<file path="src/rtl/data_cache_pkg.sv">
// Shared types and constants for the direct-mapped write-back data cache.
package data_cache_pkg;

  localparam int unsigned LINE_W = 128;

  typedef enum logic [1:0] {
    ST_IDLE,
    ST_WRITE_BACK,
    ST_MEM_READ,
    ST_UPDATE
  } cache_state_t;

  localparam logic [2:0] F3_B  = 3'b000;
  localparam logic [2:0] F3_H  = 3'b001;
  localparam logic [2:0] F3_W  = 3'b010;
  localparam logic [2:0] F3_BU = 3'b100;
  localparam logic [2:0] F3_HU = 3'b101;

endpackage

</file>
<file path="src/rtl/data_cache_load_align.sv">
// Selects the addressed byte/half/word from a cache line and extends it for the load.
module cache_load_align
  import data_cache_pkg::*;
(
  input  logic [LINE_W-1:0] line,
  input  logic [3:0]        offset,
  input  logic [2:0]        func3,
  output logic [31:0]       data
);

  logic [31:0] word;
  logic [15:0] half;
  logic [7:0]  byte_v;

  // Low offset bits below the access size are ignored, so misaligned accesses round down.
  always_comb begin
    word   = line[{offset[3:2], 5'd0} +: 32];
    half   = word[{offset[1], 4'd0} +: 16];
    byte_v = word[{offset[1:0], 3'd0} +: 8];
    case (func3)
      F3_B:    data = {{24{byte_v[7]}}, byte_v};
      F3_BU:   data = {24'd0, byte_v};
      F3_H:    data = {{16{half[15]}}, half};
      F3_HU:   data = {16'd0, half};
      default: data = word;
    endcase
  end

endmodule

</file>
<file path="src/rtl/data_cache.sv">
// Direct-mapped, write-back, write-allocate data cache with 16-byte lines,
// refilling/evicting through the data_memory READ_EN/WRITE_EN/BUSYWAIT handshake.
module data_cache
  import data_cache_pkg::*;
#(
  parameter int unsigned NUM_SETS = 8
) (
  input  logic              CLK,
  input  logic              RESET,
  input  logic              CPU_READ,
  input  logic              CPU_WRITE,
  input  logic [2:0]        CPU_FUNC3,
  input  logic [31:0]       CPU_ADDRESS,
  input  logic [31:0]       CPU_WRITEDATA,
  output logic [31:0]       CPU_READDATA,
  output logic              CPU_BUSYWAIT,
  output logic              MEM_READ,
  output logic              MEM_WRITE,
  output logic [27:0]       MEM_ADDRESS,
  output logic [LINE_W-1:0] MEM_WRITEDATA,
  input  logic [LINE_W-1:0] MEM_READDATA,
  input  logic              MEM_BUSYWAIT
);

  localparam int unsigned INDEX_W = $clog2(NUM_SETS);
  localparam int unsigned TAG_W   = 28 - INDEX_W;

  cache_state_t state_q, state_d;

  logic [LINE_W-1:0]   line_q [NUM_SETS];
  logic [TAG_W-1:0]    tag_q  [NUM_SETS];
  logic [NUM_SETS-1:0] valid_q;
  logic [NUM_SETS-1:0] dirty_q;

  logic [INDEX_W-1:0] idx;
  logic [TAG_W-1:0]   cpu_tag;
  logic [3:0]         offset;
  logic               access;
  logic               hit;
  logic               wr_hit;
  logic [LINE_W-1:0]  cur_line;
  logic [LINE_W-1:0]  wmask;
  logic [LINE_W-1:0]  wdata_rep;
  logic [LINE_W-1:0]  merged_line;
  logic [15:0]        byte_en;
  logic [31:0]        load_data;

  assign idx      = CPU_ADDRESS[4 +: INDEX_W];
  assign cpu_tag  = CPU_ADDRESS[31 -: TAG_W];
  assign offset   = CPU_ADDRESS[3:0];
  assign access   = CPU_READ ^ CPU_WRITE;
  assign cur_line = line_q[idx];
  assign hit      = valid_q[idx] && (tag_q[idx] == cpu_tag);
  assign wr_hit   = (state_q == ST_IDLE) && access && CPU_WRITE && hit;

  assign CPU_BUSYWAIT = (access && !hit) || (state_q != ST_IDLE);
  assign CPU_READDATA = ((state_q == ST_IDLE) && access && CPU_READ && hit) ? load_data : '0;

  cache_load_align u_load_align (
    .line   (cur_line),
    .offset (offset),
    .func3  (CPU_FUNC3),
    .data   (load_data)
  );

  // Store data is replicated across the line; the byte enables pick which copy lands.
  always_comb begin
    case (CPU_FUNC3[1:0])
      2'b00: begin
        byte_en   = 16'h0001 << offset;
        wdata_rep = {16{CPU_WRITEDATA[7:0]}};
      end
      2'b01: begin
        byte_en   = 16'h0003 << {offset[3:1], 1'b0};
        wdata_rep = {8{CPU_WRITEDATA[15:0]}};
      end
      default: begin
        byte_en   = 16'h000F << {offset[3:2], 2'b00};
        wdata_rep = {4{CPU_WRITEDATA}};
      end
    endcase
    wmask = '0;
    for (int unsigned i = 0; i < 16; i++) begin
      wmask[8*i +: 8] = {8{byte_en[i]}};
    end
    merged_line = (cur_line & ~wmask) | (wdata_rep & wmask);
  end

  always_comb begin
    state_d       = state_q;
    MEM_READ      = 1'b0;
    MEM_WRITE     = 1'b0;
    MEM_ADDRESS   = '0;
    MEM_WRITEDATA = '0;
    case (state_q)
      ST_IDLE: begin
        if (access && !hit) begin
          state_d = (valid_q[idx] && dirty_q[idx]) ? ST_WRITE_BACK : ST_MEM_READ;
        end
      end
      ST_WRITE_BACK: begin
        MEM_WRITE     = 1'b1;
        MEM_ADDRESS   = {tag_q[idx], idx};
        MEM_WRITEDATA = cur_line;
        if (!MEM_BUSYWAIT) state_d = ST_MEM_READ;
      end
      ST_MEM_READ: begin
        MEM_READ    = 1'b1;
        MEM_ADDRESS = CPU_ADDRESS[31:4];
        if (!MEM_BUSYWAIT) state_d = ST_UPDATE;
      end
      ST_UPDATE: state_d = ST_IDLE;
      default:   state_d = ST_IDLE;
    endcase
  end

  always_ff @(posedge CLK) begin
    if (RESET) begin
      state_q <= ST_IDLE;
      valid_q <= '0;
      dirty_q <= '0;
    end else begin
      state_q <= state_d;
      if (state_q == ST_UPDATE) begin
        valid_q[idx] <= 1'b1;
        dirty_q[idx] <= 1'b0;
      end else if (wr_hit) begin
        dirty_q[idx] <= 1'b1;
      end
    end
  end

  // Line data and tags need no reset; valid gates every use of them.
  always_ff @(posedge CLK) begin
    if (!RESET) begin
      if (state_q == ST_UPDATE) begin
        line_q[idx] <= MEM_READDATA;
        tag_q[idx]  <= cpu_tag;
      end else if (wr_hit) begin
        line_q[idx] <= merged_line;
      end
    end
  end

endmodule

</file>
<file path="config.mk">
export PLATFORM = sky130hd
export DESIGN_NAME = data_cache
export DESIGN_NICKNAME = d
export VERILOG_FILES = /design/src/rtl/data_cache_pkg.sv /design/src/rtl/data_cache_load_align.sv /design/src/rtl/data_cache.sv
export SDC_FILE = /design/constraint.sdc
export NUM_CORES = 1
export LEC_CHECK = 0
export ABC_AREA = 1
export CAP_MARGIN = 40
export CORE_UTILIZATION = 30
export DETAILED_ROUTE_END_ITERATION = 10
export SYNTH_ARGS = -nofsm -noshare
export SYNTH_HDL_FRONTEND = slang
export SYNTH_SLANG_ARGS = --single-unit
</file>
<file path="constraint.sdc">
create_clock -name CLK -period 10.6 [get_ports CLK]
set_input_delay 1.59 -clock CLK [delete_from_list [all_inputs] [get_ports CLK]]
set_output_delay 1.59 -clock CLK [all_outputs]
set_load 0.005 [all_outputs]
</file>
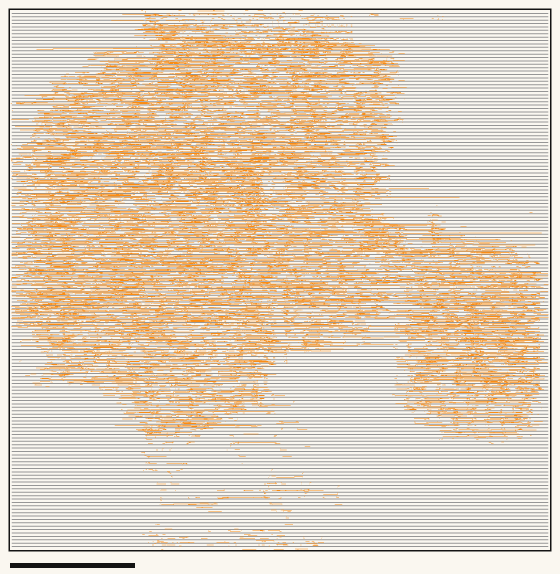
(run_1/met1.png)
The bar under the picture is 100 um long. Supply wires on this layer in gray.
wire length on this layer	74.4 mm
longest straight run	102 um

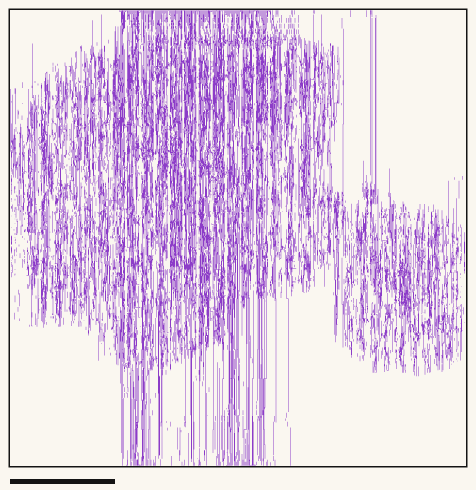
(run_1/met2.png)
The bar under the picture is 100 um long.
share of all routed wire	48%
nets with wire on the layer	4566
longest straight run	171 um
wire length on this layer	93.2 mm

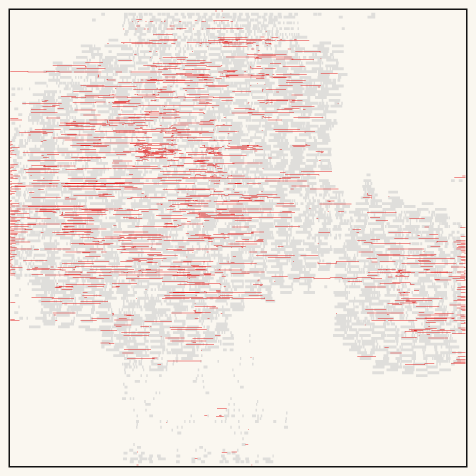
(run_1/met3.png)
longest straight run	123 um
main direction	horizontal
share of all routed wire	7.9%

==> summary.txt, run 1 <==
Physical implementation status

By instance count, the leading cell after synthesis is sky130_fd_sc_hd__nand2_1. The maximum single-stage delay on the critical path stands at roughly 800 ps. The met2 layer wire length in the routed design stands at 93200 um. The iteration tally of the first detailed-router pass stands at 8. In the per-layer summary, the met1 wirelength comes to about 74000 um. The design draws 11.3 mW.

The sequential fraction of the synthesis area stands at approximately 67%. Across all setup checks in the final design, the least slack found is between 2000 and 2500 ps. The region available for standard cell placement spans ~180000 um2.

The post-synthesis simple-gate area fraction stands at about 18%. The number of non-filler instances in the completed layout stands at 8439. Compared with the post-synthesis result, the final layout area differs by 19.8%. The most critical setup path has its startpoint at CPU_ADDRESS[5]. The wire length of the first global-routing pass stands at between 200000 and 300000 um. The commonest register cell is sky130_fd_sc_hd__edfxtp_1. STA classifies the critical path endpoint as an output pin. The count of cells resized by post-cts repair stands at 0.

The share of post-route cells with drive strength above 1 stands at 5.56%. The count of plain and timing-repair buffers stands at 493. Dividing the synthesized area by the synthesized cell count gives approximately 10 um2. The cell family contributing the most delay on the critical path is buffers and inverters. For this run the aggregate overflow at the end of global routing stands at 0. The initial antenna violation count stands at 7. After detailed routing, no signal wire sits above met4.

The placement report lists the number of port buffers as about 390. TritonCTS built the clock tree. The overall track demand over capacity in global routing stands at between 20% and 30%. The maximum number of pins on one net before global-route repair stands at around 130. The number of H-tree levels stands at 3. Non-clock buffers make up 7.69% of the layout cell area.

The cell-mix breakdown from Yosys lists the XOR/XNOR area share as 0.0158%. Per the detailed-route log, wirelength across all metal layers totals roughly 200000 um. The synthesized design devotes to its leading area cell type roughly two thirds of total area. Across all register-to-register paths, the minimum setup slack is 6260 ps.

STA lists the endpoint of the worst register-to-register path as line_q[5][111]$_DFFE_PP_. The OpenROAD warning count stands at roughly 51. The run finished with clean final reports. The number of antenna diodes stands at 4. The number of distinct standard cells referenced by the synthesized netlist stands at approximately 44. By area the synthesized netlist is led by sky130_fd_sc_hd__edfxtp_1 66%, sky130_fd_sc_hd__nand2_1 11%, sky130_fd_sc_hd__inv_1 5.6%, sky130_fd_sc_hd__nor2_1 4.1%, sky130_fd_sc_hd__o21ai_0 2.0%. On met2, the global router reports a usage of 33.7%. The flop count stands at between 1000 and 1500. The number of logic inverters in the finished layout stands at 846. On the final layout, the worst clock skew is about 89 ps. Global routing put the most usage on met2. The cell sequence reported for the critical path is clkdlybuf4s50_1, inv_2, nand2_1, nor2_4, buf_4, a22oi_1, nand4_1, nand2_1, nand2_1, nor2_1, nand2_1, nand3_1, nand2_1, a21oi_1, nor2_1, clkdlybuf4s50_1. Looking at the worst setup and hold paths, the clock pins of their registers show a slew of 60 ps. The library cells used most frequently in the layout, excluding fill and tap cells, are 1634 x sky130_fd_sc_hd__nand2_1, 1224 x sky130_fd_sc_hd__edfxtp_1, 832 x sky130_fd_sc_hd__inv_1, 592 x sky130_fd_sc_hd__nor2_1, 388 x sky130_fd_sc_hd__clkdlybuf4s50_1. The number of cells in the yosys synthesis report stands at ~5500. The final-report setup violation count stands at 0. The headroom to the max-slew limit stands at 19.8%. The critical path in this run is classified as in -> out. The final-layout worst hold slack stands at around 450 ps. The average detailed-routed wire length per instance stands at ~23 um. The clock buffer count in the final layout stands at about 150. The total clock sinks stands at between 1000 and 1500. Cells fill 36.3% of the core in the end. The total nets after synthesis stands at roughly 5700. Clock tree synthesis selected as its root buffer the cell sky130_fd_sc_hd__clkbuf_16.

For this run, asynchronously set or reset flops after synthesis account for 0%. The final report gives the standard cell area, fillers excluded, as between 60000 and 70000 um2. The worst hold path passes through 2 cells. The number of nets with antenna violations after detailed routing stands at 0. Buffers inserted during clock tree synthesis total 121. The placed wire-length estimate stands at about 120000 um.
run 1: report_power, final:
part	leakage, nW	switching [mW]	internal [mW]
logic	12.9	1.07	0.562
clock network	1.84	1.93	2.26
registers	11.1	0.0138	5.45
run 1: how the worst max path moves through the flow:
stage                                   to  slack, ps  depth (start not counted)
CTS                       CPU_READDATA[27]       2200                         19
global route              CPU_READDATA[14]       1850                         17
finish                    CPU_READDATA[14]       2120                         16
detailed placement        CPU_READDATA[27]       2210                         19
global placement          CPU_READDATA[28]       1960                         17
floorplan           line_q[0][0]$_DFFE_PP_       1370                         17
run 1: state kept, by name (all words and copies together) (netlist names), named ones only:
name     flops
valid_q      8
tag_q      200
line_q    1024
state_q      2
==> inputs of run 2 (changes only) <==
clock period = 8.1 ns   (was 10.6 ns; I/O delays follow)
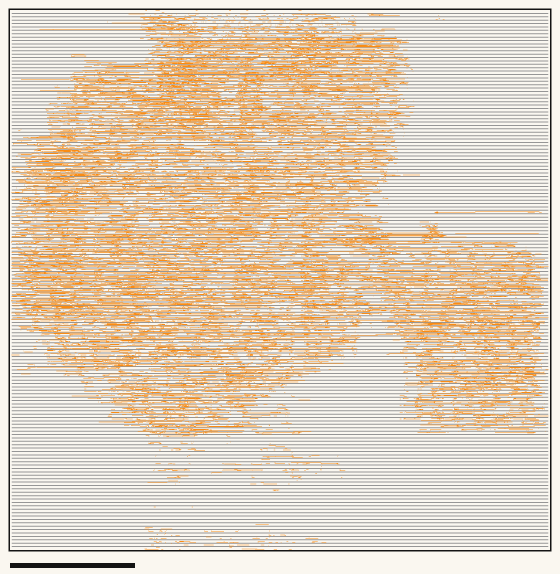
(run_2/met1.png)
The bar under the picture is 100 um long. Supply wires on this layer in gray.
share of all routed wire	38%
wire length on this layer	73.3 mm
main direction	horizontal
nets with wire on the layer	5771
longest straight run	103 um

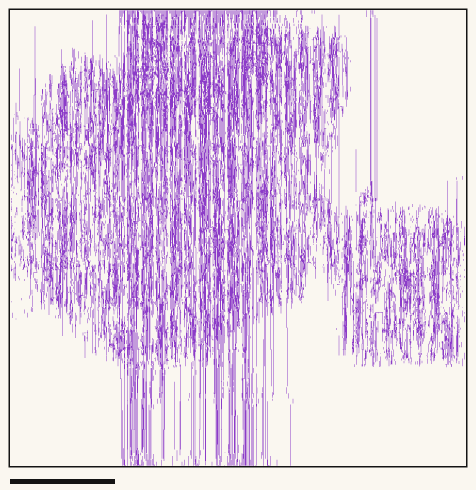
(run_2/met2.png)
The bar under the picture is 100 um long.
via count: 41400
total wire length: 195000 um
met2 layer usage reported by global route: 33.9%

==> summary.txt, run 2 <==
Physical implementation status

At the pin with the least slew margin, the transition time is roughly 1100 ps. The script extracted a total leakage power of approximately 26 nW. The number of logic inverters in the finished layout stands at 846 (unchanged).

The residual overflow from global routing stands at 0 (unchanged). The area share of the largest cell type after synthesis stands at 66.1% (unchanged). The most common logic cells in the final layout are 1634 x sky130_fd_sc_hd__nand2_1, 1224 x sky130_fd_sc_hd__edfxtp_1, 832 x sky130_fd_sc_hd__inv_1, 592 x sky130_fd_sc_hd__nor2_1, 388 x sky130_fd_sc_hd__clkdlybuf4s50_1. The clock buffer count in the final layout stands at 144 (-3.4%). The number of clock buffers inserted by TritonCTS came to 120 (-0.83%). Along the worst path, the maximum fanout reaches 31. The overall track demand over capacity in global routing was 20.3% (-0.034 points).

The sequential fraction of the synthesis area stands at 66.8% (unchanged). The average detailed-routed wire length per instance stands at 23.0 um (-0.37%). Looking at the group totals, the largest power group turns out to be sequential cells. Per the run report, area growth between synthesis and finish was 20.3%. Detailed-route iteration 0 reported a violation count of approximately 4700. The headroom to the max-slew limit is 27.3% (+7.5 points). The number of distinct standard cells referenced by the synthesized netlist stands at 44 (unchanged). The die footprint stands at ~190000 um2. The commonest cells after synthesis are 1634 x sky130_fd_sc_hd__nand2_1, 1224 x sky130_fd_sc_hd__edfxtp_1, 834 x sky130_fd_sc_hd__inv_1. Data arrives at the worst endpoint at about 6000 ps. The flow ran to the end, and the final reports show no timing, DRC or antenna violations. The final-report setup violation count came to 0 (unchanged). The flip-flop count of the largest register, all copies and words added is 1024 (unchanged).

The number of H-tree levels stands at 3 (unchanged). The maximum number of pins on one net before global-route repair was 129 (unchanged). The tightest min-delay check is of the reg -> reg type.

The maximum frequency from static timing analysis stands at approximately 0.14 GHz. The initial antenna violation count stands at 6 (-1). The via-per-instance ratio stands at 4.89. In this design, the largest share of critical-path delay is due to buffers and inverters. The largest register by flop count is line_q. The wire length of the first global-routing pass stands at 275000 um (-0.35%).

Looking at the cell usage after synthesis, the top flip-flop cell is sky130_fd_sc_hd__edfxtp_1. The sequential group power stands at 7.15 mW (+31%). Per the area breakdown, the dominant cell category is registers.

The number of setup buffers added after CTS is 0. The standard-cell row count stands at ~160. The switching power as a share of total power is 26.5% (-0.20 points). The fraction of cell area in multi-input combinational cells is reported as a little over a fifth.

The final cell utilization of the core stands at 36.5% (+0.15 points). The fraction of area in registers stands at roughly 55%. In the post-synthesis netlist, the biggest area contributors are sky130_fd_sc_hd__edfxtp_1 66%, sky130_fd_sc_hd__nand2_1 11%, sky130_fd_sc_hd__inv_1 5.6%, sky130_fd_sc_hd__nor2_1 4.1%, sky130_fd_sc_hd__o21ai_0 2.0%. The routed metal-1 wirelength came to 73300 um (-1.5%). The power share of the clock group was 36.9% (-0.2 points). For reference, the most critical setup path is categorized as in -> out.

The clock-pin slew of the registers on the worst-case setup and hold paths came to 60 ps (about the same). The met2 layer wire length in the routed design is 93900 um (+0.69%). By instance count, the leading cell after synthesis is sky130_fd_sc_hd__nand2_1. The flop count was 1242 (unchanged).

The number of buffers added on ports is 390 (unchanged). Of the available clock period, the critical path in the final layout requires about nine tenths. The last weighted congestion value of the routability-driven placer stands at about 0.97.

Setup repair after global routing left no endpoint under its margin. The number of standard cells after synthesis stands at between 5000 and 6000. The xor and xnor area share after synthesis stands at 0.0158% (unchanged). Summing all flip-flop and latch instances after layout gives between 30000 and 40000 um2.

Summed over all nets, wire length on met3 after detailed routing comes to around 16000 um. The combinational cell power stands at 2.13 mW (+31%). The data required time reported for the critical path is 6880 ps. The count of plain and timing-repair buffers is 532 (+7.9%).

The number of global-route vias before repair was between 30000 and 40000. The clock skew came to 86.0 ps (-2.64 ps). The proportion of power drawn by combinational gates stands at 14.5% (about the same). The number of non-filler instances in the completed layout stands at 8463 (+0.28%). The number of pins exceeding their max-slew limit in the final report stands at 0.

The synthesis run identifies the leading combinational cell family as simple AND/OR/NAND/NOR gates. The worst setup path is captured at an output pin. After synthesis, the chip area reported by Yosys is 55600 um2. The number of antenna diodes came to 1 (-3). The share of post-route cells with drive strength above 1 is 6.17% (+0.61 points).

Routed signal wires occupy layers up through met5. The post-route worst setup slack is 907 ps (-1220 ps). The total clock sinks is 1242 (unchanged). The cell area after synthesis stands at 55600 um2. The met1 track demand over resource stands at 25.2%.

The mean area per synthesized cell stands at 10.1 um2 (unchanged). For this configuration, the core starts out at a cell density of between 30% and 40%. The core box area stands at 183000 um2 (unchanged). Looking at the global route congestion table, the highest-usage layer is met2. The placed wire-length estimate came to 129000 um (+5.3%). According to the floorplan report, the die width is approximately 430 um. The count of pins on the block boundary stands at ~390. The post-synthesis simple-gate area fraction came to 18.0% (unchanged). TritonCTS built the clock tree. The number of nets with antenna violations after detailed routing is 0 (unchanged).

The number of hold violations in the final report stands at 0. The number of cells in the yosys synthesis report was 5496 (unchanged). The floorplan report lists the tap cell count as about 2500. The iteration tally of the first detailed-router pass stands at 6 (-2). The cell type that accounts for the most area after synthesis is sky130_fd_sc_hd__edfxtp_1. The net switching power stands at 3.90 mW (+29%). Across the VDD grid, the largest voltage drop is ~0.00020 V.

The share of synthesized cell area in and-or and or-and compound cells stands at ~7.3%. The async set-reset flop share out of synthesis stands at 0% (unchanged). The OpenROAD warning count came to 33 (-35%).

For reference, the mux area share after synthesis is 0%. The count of cells resized by post-cts repair came to 0 (unchanged). The share of total power in sequential cells stands at 48.6% (+0.2 points).

By instance count after routing, the leading logic cell type is sky130_fd_sc_hd__nand2_1. STA classifies the critical path startpoint as an input port. The registers reported with the highest flop counts are line_q: 1024 flops, tag_q: 200 flops, valid_q: 8 flops.

CTS placed an instance of sky130_fd_sc_hd__clkbuf_16 at the clock tree root. Of all the cell area in the finished design, the clock network holds between 5 and 6%. The DRC violations left stands at 0. The total power of the final layout is 14.7 mW (+30%). Of the total synthesized cell area, the portion taken by full adders, half adders and majority gates is less than 1%. Per STA, the worst path is made up of clkdlybuf4s50_1, buf_4, nand2_2, inv_1, nand3_1, nand2_1, inv_1, nand2_1, nor2_1, nor2_1, nand2_1, nor3_1, nand3_1, nor3_2, buf_4, nand2_1, nor2_1, clkdlybuf4s50_1. The relative area of non-clock buffer cells in the final design is 8.16% (+0.48 points).

The maximum single-stage delay on the critical path stands at 730 ps (-80 ps). Prior to clock tree synthesis, the placed netlist has a worst setup slack of 982 ps. The total internal power was 10.8 mW (+31%). The number of enable-type register cells in the synthesized netlist stands at approximately 1200.

The clock group power came to 5.42 mW (+29%). The total nets after synthesis stands at 5700 (unchanged).
==> run 2: cell counts after synthesis <==
No cell type changed its count.
==> run 2: worst paths after layout <==
kind	start	endpoint	slack, ps	cells after the start
setup / recovery	CPU_ADDRESS[6]	CPU_READDATA[2]	910	18
hold / removal	register	register	450	2
setup reg to reg	tag_q[0][18]$_DFFE_PP_	line_q[2][2]$_DFFE_PP_	4090	15
hold reg to reg	register	register	450	2
==> run 2: stage by stage <==
| stage | instance area [um2] | hold slack, ps |
|---|---|---|
| CTS | 66900 | 449 |
| detailed placement | 63100 | 440 |
| finish | 66900 | 449 |
| floorplan | 55600 | 428 |
| global placement | 62700 | 436 |
| global route | 66900 | 459 |
Power and IR drop assume default switching activity.
